**config.mk**
```make
export PLATFORM = sky130hd
export DESIGN_NAME = text_console_ctrl_flat
export DESIGN_NICKNAME = d
export VERILOG_FILES = /design/src/rtl/text_console_pkg.sv /design/src/rtl/text_console_if.sv /design/src/rtl/text_console_ctrl_clear_sequencer.sv /design/src/rtl/text_console_ctrl.sv /design/src/flat_wrapper.sv
export SDC_FILE = /design/constraint.sdc
export NUM_CORES = 1
export LEC_CHECK = 0
export ABC_AREA = 1
export CAP_MARGIN = 20
export CORE_ASPECT_RATIO = 2
export CORE_MARGIN = 3
export CORE_UTILIZATION = 52
export DETAILED_ROUTE_END_ITERATION = 12
export PLACE_DENSITY_LB_ADDON = 0.05
export SLEW_MARGIN = 15
export SYNTH_ARGS = -nofsm -noshare
export SYNTH_HDL_FRONTEND = slang
export SYNTH_SLANG_ARGS = --single-unit
```
**constraint.sdc**
```tcl
create_clock -name clk -period 2.1 [get_ports clk]
set_clock_uncertainty 0.15 [all_clocks]
set_input_delay 0.315 -clock clk [delete_from_list [all_inputs] [get_ports clk]]
set_output_delay 0.315 -clock clk [all_outputs]
set_load 0.03 [all_outputs]
```
**src/rtl/text_console_pkg.sv**
```systemverilog
// Shared constants and types for the text console controller: register
// addresses, control/status bit positions, special characters and the clear
// engine state type.
package text_console_pkg;

  localparam logic [7:0] REG_CHAR   = 8'h00;
  localparam logic [7:0] REG_CURX   = 8'h01;
  localparam logic [7:0] REG_CURY   = 8'h02;
  localparam logic [7:0] REG_CTRL   = 8'h03;
  localparam logic [7:0] REG_STATUS = 8'h04;

  localparam int CTRL_CLEAR_BIT   = 0;
  localparam int CTRL_OVF_CLR_BIT = 1;
  localparam int STATUS_BUSY_BIT  = 0;
  localparam int STATUS_OVF_BIT   = 1;

  localparam logic [7:0] CHAR_LF    = 8'h0A;
  localparam logic [7:0] CHAR_CR    = 8'h0D;
  localparam logic [7:0] FILL_RESET = 8'h20;

  typedef enum logic [0:0] {
    CLR_IDLE = 1'b0,
    CLR_RUN  = 1'b1
  } clr_state_t;

endpackage

```
**src/rtl/text_console_if.sv**
```systemverilog
// Bus-side and char_buf-side signals of the text console controller.
//
// Handshake: do_write and do_read are single-cycle strobes with no ready.
// A write is consumed (applied, or dropped and flagged in ovf) on the clk
// edge that samples the strobe. read_data is combinational from r_adr so the
// bus slave can latch it one cycle after do_read. buf_w is a one-cycle write
// enable that the char_buf always accepts; w_row/w_col/buf_in are valid only
// while buf_w is high. clr_state shows the clear engine state for debug.
interface text_console_if #(
  parameter int AW = 8,
  parameter int DW = 16,
  parameter int RW = 7,
  parameter int CW = 7
);
  import text_console_pkg::*;

  logic          do_write;
  logic [AW-1:0] w_adr;
  logic [DW-1:0] w_data;
  logic          do_read;
  logic [AW-1:0] r_adr;
  logic [DW-1:0] read_data;
  logic          buf_w;
  logic [RW-1:0] w_row;
  logic [CW-1:0] w_col;
  logic [7:0]    buf_in;
  logic          busy;
  clr_state_t    clr_state;

  modport master (
    output do_write, w_adr, w_data, do_read, r_adr,
    input  read_data, buf_w, w_row, w_col, buf_in, busy, clr_state
  );

  modport slave (
    input  do_write, w_adr, w_data, do_read, r_adr,
    output read_data, buf_w, w_row, w_col, buf_in, busy, clr_state
  );

endinterface

```
**src/rtl/text_console_ctrl_clear_sequencer.sv**
```systemverilog
// Clear engine: once started, walks every cell row-major from (0,0) to
// (COLS-1,ROWS-1), one cell per cycle. busy is high for exactly COLS*ROWS
// cycles; done marks the cycle that covers the final cell.
module clear_sequencer
  import text_console_pkg::*;
#(
  parameter int COLS = 80,
  parameter int ROWS = 64,
  parameter int CW   = 7,
  parameter int RW   = 7
) (
  input  logic          clk,
  input  logic          nrst,
  input  logic          start,
  output logic          busy,
  output logic          done,
  output logic [RW-1:0] row,
  output logic [CW-1:0] col,
  output clr_state_t    state
);

  logic last_col;
  logic last_row;

  assign last_col = (col == CW'(COLS - 1));
  assign last_row = (row == RW'(ROWS - 1));
  assign busy     = (state == CLR_RUN);
  assign done     = busy && last_col && last_row;

  // State and cell counter; start is ignored while a clear is running.
  always_ff @(posedge clk) begin
    if (!nrst) begin
      state <= CLR_IDLE;
      row   <= '0;
      col   <= '0;
    end else begin
      case (state)
        CLR_IDLE: begin
          if (start) begin
            state <= CLR_RUN;
            row   <= '0;
            col   <= '0;
          end
        end
        CLR_RUN: begin
          if (last_col) begin
            col <= '0;
            if (last_row) begin
              row   <= '0;
              state <= CLR_IDLE;
            end else begin
              row <= row + RW'(1);
            end
          end else begin
            col <= col + CW'(1);
          end
        end
        default: state <= CLR_IDLE;
      endcase
    end
  end

endmodule

```
**src/rtl/text_console_ctrl.sv**
```systemverilog
// Register-mapped text console controller. Decodes bus writes into cursor,
// character and control operations, runs the clear engine, and muxes the
// single char_buf write port between character writes and the clear engine.
module text_console_ctrl
  import text_console_pkg::*;
#(
  parameter int AW   = 8,
  parameter int DW   = 16,
  parameter int COLS = 80,
  parameter int ROWS = 64,
  parameter int CW   = 7,
  parameter int RW   = 7
) (
  input  logic           clk,
  input  logic           nrst,
  text_console_if.slave  bus
);

  logic [CW-1:0] cur_x;
  logic [RW-1:0] cur_y;
  logic [7:0]    fill;
  logic [7:0]    clr_fill;
  logic          ovf;

  logic          chr_w;
  logic [RW-1:0] chr_row;
  logic [CW-1:0] chr_col;
  logic [7:0]    chr_data;

  logic          clr_busy;
  logic          clr_done;
  logic [RW-1:0] clr_row;
  logic [CW-1:0] clr_col;

  logic          wr_char;
  logic          wr_curx;
  logic          wr_cury;
  logic          wr_ctrl;
  logic          clr_start;
  logic [7:0]    ch;
  logic [RW-1:0] y_inc;
  logic          unused_ok;

  // do_read has no side effects here; it is kept only for bus symmetry.
  assign unused_ok = &{1'b0, bus.do_read};

  assign wr_char   = bus.do_write && (bus.w_adr == AW'(REG_CHAR));
  assign wr_curx   = bus.do_write && (bus.w_adr == AW'(REG_CURX));
  assign wr_cury   = bus.do_write && (bus.w_adr == AW'(REG_CURY));
  assign wr_ctrl   = bus.do_write && (bus.w_adr == AW'(REG_CTRL));
  assign clr_start = wr_ctrl && bus.w_data[CTRL_CLEAR_BIT] && !clr_busy;
  assign ch        = bus.w_data[7:0];
  assign y_inc     = (cur_y == RW'(ROWS - 1)) ? '0 : cur_y + RW'(1);

  clear_sequencer #(
    .COLS (COLS),
    .ROWS (ROWS),
    .CW   (CW),
    .RW   (RW)
  ) u_clear (
    .clk   (clk),
    .nrst  (nrst),
    .start (clr_start),
    .busy  (clr_busy),
    .done  (clr_done),
    .row   (clr_row),
    .col   (clr_col),
    .state (bus.clr_state)
  );

  // Cursor, fill, overflow flag and the one-cycle character write pulse.
  always_ff @(posedge clk) begin
    if (!nrst) begin
      cur_x    <= '0;
      cur_y    <= '0;
      fill     <= FILL_RESET;
      clr_fill <= FILL_RESET;
      ovf      <= 1'b0;
      chr_w    <= 1'b0;
      chr_row  <= '0;
      chr_col  <= '0;
      chr_data <= '0;
    end else begin
      chr_w <= 1'b0;

      // The clear leaves the cursor home; bus cursor writes cannot collide
      // with this because they are dropped while busy.
      if (clr_done) begin
        cur_x <= '0;
        cur_y <= '0;
      end

      if (wr_char) begin
        if (clr_busy) begin
          ovf <= 1'b1;
        end else if (ch == CHAR_LF) begin
          cur_x <= '0;
          cur_y <= y_inc;
        end else if (ch == CHAR_CR) begin
          cur_x <= '0;
        end else begin
          chr_w    <= 1'b1;
          chr_row  <= cur_y;
          chr_col  <= cur_x;
          chr_data <= ch;
          if (cur_x == CW'(COLS - 1)) begin
            cur_x <= '0;
            cur_y <= y_inc;
          end else begin
            cur_x <= cur_x + CW'(1);
          end
        end
      end

      if (wr_curx) begin
        if (clr_busy) begin
          ovf <= 1'b1;
        end else if (bus.w_data > DW'(COLS - 1)) begin
          cur_x <= CW'(COLS - 1);
        end else begin
          cur_x <= bus.w_data[CW-1:0];
        end
      end

      if (wr_cury) begin
        if (clr_busy) begin
          ovf <= 1'b1;
        end else if (bus.w_data > DW'(ROWS - 1)) begin
          cur_y <= RW'(ROWS - 1);
        end else begin
          cur_y <= bus.w_data[RW-1:0];
        end
      end

      // Fill and ovf-clear apply even while busy; the running clear keeps
      // the fill value captured when it started.
      if (wr_ctrl) begin
        fill <= bus.w_data[15:8];
        if (bus.w_data[CTRL_OVF_CLR_BIT]) begin
          ovf <= 1'b0;
        end
        if (clr_start) begin
          clr_fill <= bus.w_data[15:8];
        end
      end
    end
  end

  // Register read mux, combinational so the bus slave can latch it later.
  always_comb begin
    bus.read_data = '0;
    if (bus.r_adr == AW'(REG_CURX)) begin
      bus.read_data = DW'(cur_x);
    end else if (bus.r_adr == AW'(REG_CURY)) begin
      bus.read_data = DW'(cur_y);
    end else if (bus.r_adr == AW'(REG_CTRL)) begin
      bus.read_data = DW'({fill, 8'h00});
    end else if (bus.r_adr == AW'(REG_STATUS)) begin
      bus.read_data = DW'({ovf, clr_busy});
    end
  end

  // Write port mux: the clear engine owns the port for its whole run, and a
  // character pulse can only be issued while idle, so the two never overlap.
  assign bus.buf_w  = clr_busy | chr_w;
  assign bus.w_row  = clr_busy ? clr_row  : chr_row;
  assign bus.w_col  = clr_busy ? clr_col  : chr_col;
  assign bus.buf_in = clr_busy ? clr_fill : chr_data;
  assign bus.busy   = clr_busy;

endmodule

```
**src/flat_wrapper.sv**
```systemverilog
// flat-port wrapper written by rule: the top's interface ports become plain ports
module text_console_ctrl_flat import text_console_pkg::*;
#(
  parameter int AW   = 8,
  parameter int DW   = 16,
  parameter int COLS = 80,
  parameter int ROWS = 64,
  parameter int CW   = 7,
  parameter int RW   = 7
)
  (clk, nrst, bus_do_write, bus_w_adr, bus_w_data, bus_do_read, bus_r_adr, bus_read_data, bus_buf_w, bus_w_row, bus_w_col, bus_buf_in, bus_busy, bus_clr_state);
  text_console_if #(.AW(AW), .DW(DW), .RW(RW), .CW(CW)) bus_i ();
  input  logic clk;
  input  logic nrst;
  input wire logic [$bits(bus_i.do_write)-1:0] bus_do_write;
  input wire logic [$bits(bus_i.w_adr)-1:0] bus_w_adr;
  input wire logic [$bits(bus_i.w_data)-1:0] bus_w_data;
  input wire logic [$bits(bus_i.do_read)-1:0] bus_do_read;
  input wire logic [$bits(bus_i.r_adr)-1:0] bus_r_adr;
  output wire logic [$bits(bus_i.read_data)-1:0] bus_read_data;
  output wire logic [$bits(bus_i.buf_w)-1:0] bus_buf_w;
  output wire logic [$bits(bus_i.w_row)-1:0] bus_w_row;
  output wire logic [$bits(bus_i.w_col)-1:0] bus_w_col;
  output wire logic [$bits(bus_i.buf_in)-1:0] bus_buf_in;
  output wire logic [$bits(bus_i.busy)-1:0] bus_busy;
  output wire logic [$bits(bus_i.clr_state)-1:0] bus_clr_state;
  assign bus_i.do_write = bus_do_write;
  assign bus_i.w_adr = bus_w_adr;
  assign bus_i.w_data = bus_w_data;
  assign bus_i.do_read = bus_do_read;
  assign bus_i.r_adr = bus_r_adr;
  assign bus_read_data = bus_i.read_data;
  assign bus_buf_w = bus_i.buf_w;
  assign bus_w_row = bus_i.w_row;
  assign bus_w_col = bus_i.w_col;
  assign bus_buf_in = bus_i.buf_in;
  assign bus_busy = bus_i.busy;
  assign bus_clr_state = bus_i.clr_state;
  text_console_ctrl #(.AW(AW), .DW(DW), .COLS(COLS), .ROWS(ROWS), .CW(CW), .RW(RW)) u_core (.clk(clk), .nrst(nrst), .bus(bus_i));
endmodule
```
Fig. 1: run 1, routed metal, one color a layer
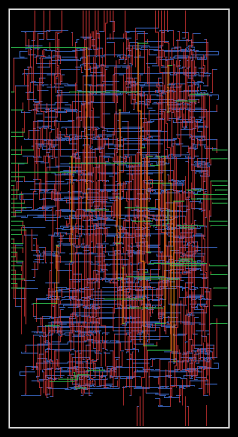
Green marks met3, wire length 484 µm. Blue marks met1, wire length 4320 µm. Orange marks met4, wire length 492 µm. Red marks met2, wire length 6590 µm.

Fig. 2: run 1, track usage over the die
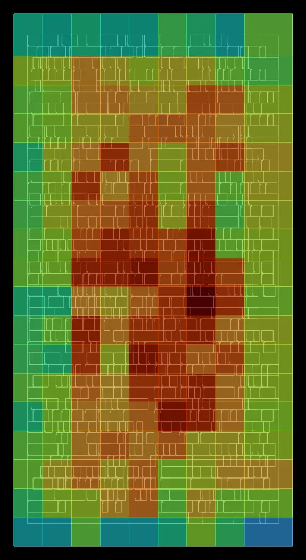
fin util: 76.3%
GR peak layer: met2
gr usage total: 28.9%
GR Util met3: 4.93%

Fig. 3: run 1, logic cells by family
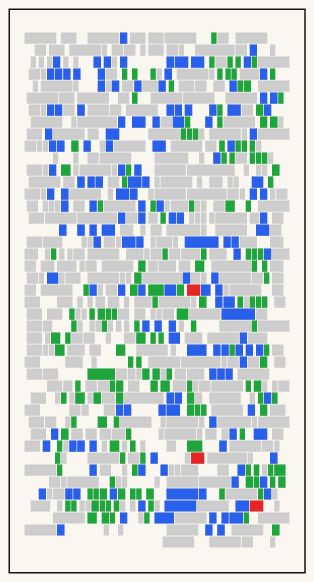
Green marks NAND gates, cells 161, most used nand2_1, where widely spread. Red marks XOR/XNOR gates, cells 3, most used xor2_1. Blue marks inverting AOI/OAI gates, cells 155, most used o21ai_0, where widely spread.

==> results.sh, run 1 <==
# physical design summary
export IMPL_r2r_end="u_core.cur_x[5]"
export IMPL_num_antenna_cells=0
export IMPL_hold_path_depth=2
export IMPL_finalClockPeriodUsage_pct=95.2
export IMPL_slowest_stage="dlygate4sd2_1"
export IMPL_clockBufferCount=10
export IMPL_synth_distinct_cells=36
export IMPL_dr_pass1_iters=5
export IMPL_place_gp_congestion=0.959
export IMPL_setup_tns_ps=0
export IMPL_crit_buf_inv=4
export IMPL_crit_chain="dlygate4sd2_1 > nor2_1 > inv_1 > nor2_2 > nand3_2 > buf_6 > o22ai_1 > buf_4"
export IMPL_global_route_usage_met1_pct=29.2
export IMPL_grt_max_degree=52
export IMPL_drt_iter0_drc=205
export IMPL_timing_rr_start="u_core.u_clear.col[0]"
export IMPL_hp_start="u_core.u_clear.row[6]"
export IMPL_synth_top_flop_cell="dfxtp_1"
export IMPL_common_cells="nand2_1, inv_1, dfxtp_1"
export IMPL_io_buffers=74
export IMPL_cp_top_family="buffers and inverters"
export IMPL_final_hold_viol_count=0
export IMPL_clock_fmax_ghz=0.500
export IMPL_drive_gt1_share_pct=23.0
export IMPL_synthTopCellsByArea="dfxtp_1, nand2_1, o21ai_0"
export IMPL_setup_viol=0
export IMPL_syn_nets=619
export IMPL_ys_flops=69
export IMPL_final_nonclk_buf_share_pct=20.8
export IMPL_fill_cells=587
export IMPL_setup_slack_ps=99.8
export IMPL_fp_util_pct=54.4
export IMPL_chipWidth_um=66.7
export IMPL_logic_gates=396
export IMPL_synthAdderAreaFrac_pct=1.31
export IMPL_internal_power_mw=2.36
export IMPL_hold_class="reg -> reg"
export IMPL_fin_crit_ps=2000
export IMPL_ys_top_logic_family="simple AND/OR/NAND/NOR gates"
export IMPL_status="complete, no violations"
==> run 1 -> run 2 <==
- CORE_MARGIN: 3 -> 2
- SLEW_MARGIN: 15 -> unset
==> results.sh, run 2 <==
# physical design summary
export IMPL_status="complete, no violations"
export IMPL_fill_cells=637
export IMPL_cp_top_family="buffers and inverters"
export IMPL_grt_util_met3_pct=4.41
export IMPL_r2r_end="u_core.cur_x[5]"
export IMPL_timing_rr_start="u_core.u_clear.col[1]"
export IMPL_grt_first_pass_wirelength_um=18500
export IMPL_cp_required_ps=1630
export IMPL_grt_max_degree=52
export IMPL_post_synth_top_count_cell="nand2_1"
export IMPL_crit_chain="dlygate4sd2_1 > nor2_1 > inv_1 > nor3_2 > buf_4 > clkinvlp_4 > o22ai_2 > buf_6"
export IMPL_fp_util_pct=53.2
export IMPL_internal_power_mw=2.34
export IMPL_io_buffers=74
export IMPL_dr_pass1_iters=4
export IMPL_rows=44
export IMPL_drt_iter0_drc=214
export IMPL_hold_path_depth=2
export IMPL_final_hold_viol_count=0
export IMPL_syn_nets=619
export IMPL_fin_crit_ps=2030
export IMPL_ys_top_logic_family="simple AND/OR/NAND/NOR gates"
export IMPL_hold_class="reg -> reg"
export IMPL_finalClockPeriodUsage_pct=96.8
export IMPL_hold_path_end="u_core.u_clear.row[6]"
export IMPL_common_cells="nand2_1, inv_1, dfxtp_1"
export IMPL_clock_fmax_ghz=0.492
export IMPL_slowest_stage="dlygate4sd2_1"
export IMPL_synthMuxAreaShare_pct=0
export IMPL_setup_viol=0
export IMPL_num_antenna_cells=0
export IMPL_clockBufferCount=12
export IMPL_setup_tns_ps=0
export IMPL_drive_gt1_share_pct=23.8
export IMPL_logic_gates=396
export IMPL_synthAdderAreaFrac_pct=1.31
export IMPL_synth_distinct_cells=36
export IMPL_synth_top_flop_cell="dfxtp_1"
export IMPL_final_nonclk_buf_share_pct=20.3
export IMPL_hp_start="u_core.u_clear.row[6]"
export IMPL_ys_flops=69
Fig. 4: run 2, track usage over the die
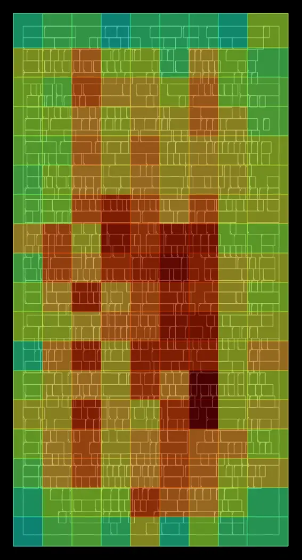
Wirelength per Cell: 14.7 µm
met2 usage: 53.7%
fin util: 73.2%
Global Route met1 Usage: 29.4%
gr usage total: 29.5%

==> run 2 -> run 3 <==
- SKIP_LAST_GASP: unset -> 1
==> results.sh, run 3 <==
# physical design summary
export IMPL_setup_viol=0
export IMPL_ys_flops=69
export IMPL_clockBufferCount=12
export IMPL_synthAdderAreaFrac_pct=1.31
export IMPL_drive_gt1_share_pct=23.8
export IMPL_grt_max_degree=52
export IMPL_syn_nets=619
export IMPL_r2r_end="u_core.cur_x[5]"
export IMPL_finalClockPeriodUsage_pct=96.8
export IMPL_global_route_usage_met1_pct=29.4
export IMPL_grt_usage_pct=29.5
export IMPL_ys_top_logic_family="simple AND/OR/NAND/NOR gates"
export IMPL_grt_first_pass_wirelength_um=18500
export IMPL_avgRoutedWirePerCell_um=14.7
export IMPL_fill_cells=637
export IMPL_fp_util_pct=53.2
export IMPL_hp_start="u_core.u_clear.row[6]"
export IMPL_hold_class="reg -> reg"
export IMPL_hold_path_depth=2
export IMPL_setup_tns_ps=0
export IMPL_status="complete, no violations"
export IMPL_rows=44
export IMPL_slowest_stage="dlygate4sd2_1"
export IMPL_final_hold_viol_count=0
export IMPL_grt_util_met3_pct=4.41
export IMPL_logic_gates=396
Fig. 5: run 3, met2 routing
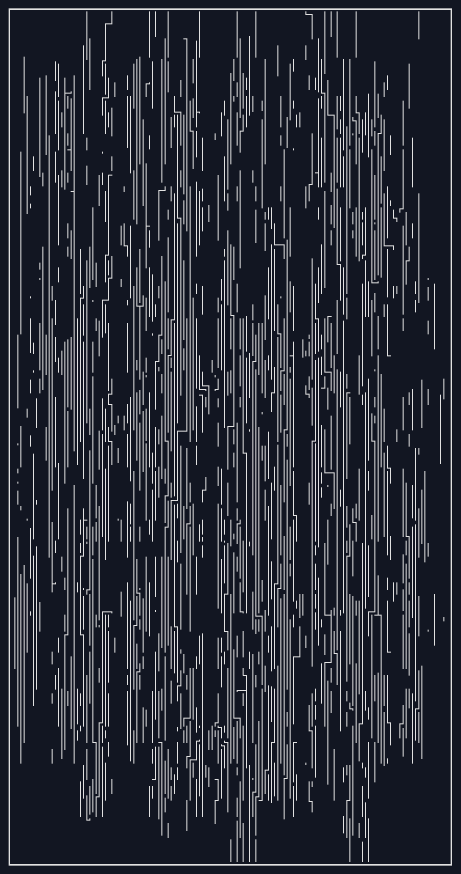
The layer holds 55% of the routed length. 609 nets have wire on it. The longest straight run is 61.9 µm.

